**Drive-strength map**

Drawn at 6 px/µm.
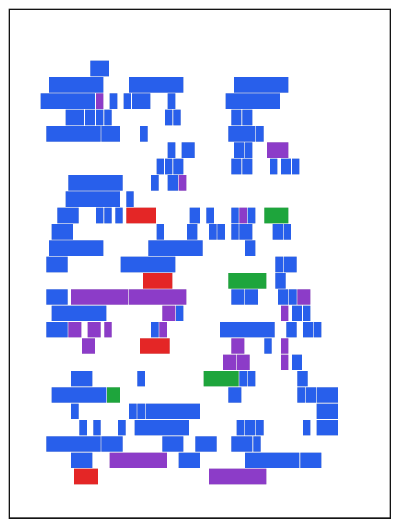
**Signal wires by layer**

Drawn at 6 px/µm. Only two layers are drawn.
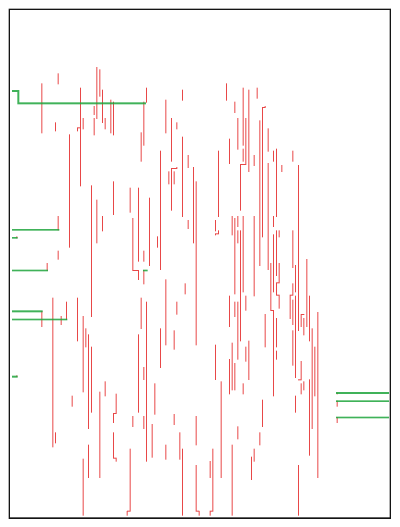
===== config.mk =====
export PLATFORM = sky130hd
export DESIGN_NAME = traffic_light_fsm
export DESIGN_NICKNAME = d
export VERILOG_FILES = /design/src/rtl/traffic_light_fsm.sv
export SDC_FILE = /design/constraint.sdc
export NUM_CORES = 1
export LEC_CHECK = 0
export ABC_AREA = 1
export CAP_MARGIN = 20
export CELL_PAD_IN_SITES_DETAIL_PLACEMENT = 0
export CELL_PAD_IN_SITES_GLOBAL_PLACEMENT = 2
export CORE_ASPECT_RATIO = 1.4
export CORE_MARGIN = 5
export CORE_UTILIZATION = 27
export DETAILED_ROUTE_END_ITERATION = 16
export GPL_TIMING_DRIVEN = 0
export PLACE_DENSITY_LB_ADDON = 0.08
export SYNTH_ARGS = -nofsm -noshare
export SYNTH_HDL_FRONTEND = slang
export SYNTH_SLANG_ARGS = --single-unit

===== constraint.sdc =====
create_clock -name clock_in -period 2.2 [get_ports clock_in]
set_input_delay 0.44 -clock clock_in [delete_from_list [all_inputs] [get_ports clock_in]]
set_output_delay 0.44 -clock clock_in [all_outputs]
set_load 0.01 [all_outputs]

===== src/rtl/traffic_light_fsm.sv =====
// rtl/traffic_light_fsm.sv - two-way traffic light controller with pedestrian walk phase
// Time base is the divided slow_clk, synchronised and edge-detected into one-cycle ticks.
module traffic_light_fsm #(
  parameter int GREEN_TICKS  = 8,
  parameter int YELLOW_TICKS = 3,
  parameter int ALLRED_TICKS = 1,
  parameter int WALK_TICKS   = 5,
  parameter int CNT_W        = 8
) (
  input  logic       clock_in,
  input  logic       reset_n,
  input  logic       slow_clk,
  input  logic       enable,
  input  logic       ped_req,
  output logic [2:0] ns_light,
  output logic [2:0] ew_light,
  output logic       walk,
  output logic       ped_pending,
  output logic       tick,
  output logic [2:0] state_out
);

  typedef enum logic [2:0] {
    NS_GREEN  = 3'd0,
    NS_YELLOW = 3'd1,
    ALL_RED_1 = 3'd2,
    EW_GREEN  = 3'd3,
    EW_YELLOW = 3'd4,
    ALL_RED_2 = 3'd5,
    WALK_1    = 3'd6,
    WALK_2    = 3'd7
  } state_t;

  localparam logic [CNT_W-1:0] GREEN_M1  = CNT_W'(GREEN_TICKS - 1);
  localparam logic [CNT_W-1:0] YELLOW_M1 = CNT_W'(YELLOW_TICKS - 1);
  localparam logic [CNT_W-1:0] ALLRED_M1 = CNT_W'(ALLRED_TICKS - 1);
  localparam logic [CNT_W-1:0] WALK_M1   = CNT_W'(WALK_TICKS - 1);

  localparam logic [2:0] RED    = 3'b100;
  localparam logic [2:0] YELLOW = 3'b010;
  localparam logic [2:0] GREEN  = 3'b001;

  logic             s1_q, s2_q, s3_q;
  state_t           state_q, state_d;
  logic [CNT_W-1:0] cnt_q, cnt_d;
  logic [CNT_W-1:0] dur_m1;
  logic             ped_q, ped_d;
  logic [2:0]       ns_q, ns_d;
  logic [2:0]       ew_q, ew_d;
  logic             walk_q, walk_d;
  logic             enter_walk;

  assign tick = s2_q & ~s3_q;

  always_comb begin
    dur_m1 = ALLRED_M1;
    case (state_q)
      NS_GREEN, EW_GREEN:   dur_m1 = GREEN_M1;
      NS_YELLOW, EW_YELLOW: dur_m1 = YELLOW_M1;
      WALK_1, WALK_2:       dur_m1 = WALK_M1;
      default:              dur_m1 = ALLRED_M1;
    endcase
  end

  always_comb begin
    state_d = state_q;
    cnt_d   = cnt_q;
    if (tick && enable) begin
      if (cnt_q == dur_m1) begin
        cnt_d = '0;
        case (state_q)
          NS_GREEN:  state_d = NS_YELLOW;
          NS_YELLOW: state_d = ALL_RED_1;
          ALL_RED_1: state_d = ped_q ? WALK_1 : EW_GREEN;
          WALK_1:    state_d = EW_GREEN;
          EW_GREEN:  state_d = EW_YELLOW;
          EW_YELLOW: state_d = ALL_RED_2;
          ALL_RED_2: state_d = ped_q ? WALK_2 : NS_GREEN;
          WALK_2:    state_d = NS_GREEN;
          default:   state_d = ALL_RED_2;
        endcase
      end else begin
        cnt_d = cnt_q + 1'b1;
      end
    end
  end

  // Clearing on walk entry beats a simultaneous press; presses during walk are dropped.
  always_comb begin
    enter_walk = ((state_d == WALK_1) || (state_d == WALK_2)) &&
                 (state_d != state_q);
    ped_d      = enter_walk ? 1'b0 : (ped_q | (ped_req & ~walk_q));
  end

  always_comb begin
    ns_d   = RED;
    ew_d   = RED;
    walk_d = 1'b0;
    case (state_d)
      NS_GREEN:       ns_d   = GREEN;
      NS_YELLOW:      ns_d   = YELLOW;
      EW_GREEN:       ew_d   = GREEN;
      EW_YELLOW:      ew_d   = YELLOW;
      WALK_1, WALK_2: walk_d = 1'b1;
      default:        ;
    endcase
  end

  always_ff @(posedge clock_in or negedge reset_n) begin
    if (!reset_n) begin
      s1_q    <= 1'b0;
      s2_q    <= 1'b0;
      s3_q    <= 1'b0;
      state_q <= ALL_RED_2;
      cnt_q   <= '0;
      ped_q   <= 1'b0;
      ns_q    <= RED;
      ew_q    <= RED;
      walk_q  <= 1'b0;
    end else begin
      s1_q    <= slow_clk;
      s2_q    <= s1_q;
      s3_q    <= s2_q;
      state_q <= state_d;
      cnt_q   <= cnt_d;
      ped_q   <= ped_d;
      ns_q    <= ns_d;
      ew_q    <= ew_d;
      walk_q  <= walk_d;
    end
  end

  assign ns_light    = ns_q;
  assign ew_light    = ew_q;
  assign walk        = walk_q;
  assign ped_pending = ped_q;
  assign state_out   = state_q;

endmodule


==> flow_metrics.py <==
# Auto-generated metrics
metrics = {
    "run_status": {
        "status": "complete, no violations",
    },
    "power": {
        "p_total_uw": 983,
        "power_density_nw_per_um2": 732,
        "pwr-share-comb_pct": 20.6,
        "p_leak_nw": 0.619,
        "pg_comb_uw": 203,
        "vdd_drop_max_mv": 0.366,
        "power_clock_uw": 250,
    },
    "placed_design": {
        "port_buffers": 16,
        "gp_congestion": 0.756,
        "place_area_um2": 1290,
        "place_inst": 183,
        "hpwl_mm": 1.75,
        "pre_cts_slack_ns": 0.322,
    },
    "run": {
        "maxCapViolCount": 0,
    },
    "timing": {
        "whs_ns": 0.363,
        "period_needed_ns": 1.86,
        "setup_slack_ns": 0.339,
        "setup_violations": 0,
        "finalMaxSlewViolations": 0,
        "finalCritPeriodShare_pct": 84.6,
        "tightest_slew_ns": 0.317,
    },
    "worst_setup_path": {
        "worstSetupPathType": "flop to output pin",
        "path_buffers": 1,
        "crit_cells": 1,
        "critPathCapture": "state_out[2]",
        "cp_max_fo": 7,
        "cp_top_family": "flip-flops",
        "rrSetupSlack_ns": 0.42,
        "path_cells": "clkdlybuf4s50_1",
        "start_kind": "flop",
    },
    "clocking": {
        "clkTransAtPathRegs_ns": 0.07,
        "cts.repair.resized": 0,
        "clkSinkCount": 22,
        "clockRootBuffer": "clkbuf_8",
        "cts_max_path_buffers": 2,
        "h-tree-depth": 1,
        "insertion_delay_ns": 0.26,
        "cts_setup_buffers": 0,
        "cts_hold_buf": 0,
    },
    "layout": {
        "seq_area_um2": 556,
        "comb_share_pct": 32.7,
        "clock_buffers": 4,
        "nonClkBufAreaFrac_pct": 12.8,
        "antennaDiodeCount": 0,
        "fin_util_pct": 34.6,
        "layout.non_clock_buffers": 17,
        "largestClassByArea": "registers",
        "ff_count": 22,
        "stdcell_area_um2": 1340,
        "logic_gate_count": 82,
        "clk_share_pct": 3.36,
        "final_layout_size_suffix_gt1_share_pct": 20.0,
        "logic_area_um2": 439,
        "nets": 152,
    },
    "yosys": {
        "synthSimpleGateAreaFrac_pct": 30.3,
        "ff_type": "dfrtp_1",
        "avgSynthCellArea_um2": 8.65,
        "topCombFamilyByArea": "simple AND/OR/NAND/NOR gates",
        "edf_count": 0,
        "ys.flops": 22,
        "mux_share_pct": 0,
        "most_common_cell": "nand2_1",
        "yosys.area_share.adder_pct": 1.17,
        "compound_area_share_pct": 6.18,
        "ys_area_um2": 1070,
        "synthTopCellsByArea": "dfrtp_1 (42%), dfstp_2 (9.8%), nand2_1 (8.8%)",
        "yosys_warnings": 0,
        "synthArstFlopShare_pct": 100,
    },
    "floorplanning": {
        "n_tap_cell": 43,
        "initCoreUtil_pct": 27.6,
        "core_area_um2": 3880,
    },
    "detailed_routing": {
        "drt_first_iter_violations": 27,
        "routed-wl-met2_mm": 1.11,
        "final_antenna_net_count": 0,
        "routedWlPerCell_um": 12.0,
        "drc": 0,
        "route.top_layer_used": "met4",
        "vias": 828,
        "drt_pass1_iterations": 2,
    },
    "global_route": {
        "grt_pass1_vias": 892,
        "grt_pass1_wl_mm": 4.08,
        "use_met3_pct": 2.28,
        "antenna_found_initial": 0,
        "grt_max_degree": 23,
        "use_met2_pct": 15.9,
        "grt-ovfl-total": 0,
    },
    "worst_hold_path": {
        "min_path_type": "flop to flop",
        "whs_endpoint": "s2_q",
        "hold_start": "s1_q",
    },
}
-- 'drive-strength map' (at the start) --
color	size	cells
blue	x1 and smaller	116
purple	x2	21
red	x6 and larger	4
green	x3 and x4	4

-- 'signal wires by layer' (at the start) --
color	layer	wire length
green	M3	78.4 µm
red	M2	1110 µm

==> cells in the final DEF, fill, tap and decap left out, types with 3 or more instances in the layout <==
master / netlist / layout
nor2_1: 12 / 12
nand4_1: 6 / 6
xor2_1: 3 / 3
inv_1: 11 / 11
nand2_2: 7 / 7
dfrtp_1: 18 / 18
a21oi_1: 3 / 3
nand2_1: 25 / 25
nand3_1: 12 / 12
clkdlybuf4s50_1: 0 / 16
dfstp_2: 4 / 4
o21ai_0: 7 / 7
clkbuf_8: 0 / 3
inv_2: 8 / 8
==> registers in the layout, summed over array words and instances, names as in the netlist <==
register	flops
s2_q	1
ns_light	3
ew_light	3
s3_q	1
cnt_q	8
ped_pending	1
s1_q	1
state_out	3
walk	1
No activity file was given, so power comes from the tool's default toggle rates.
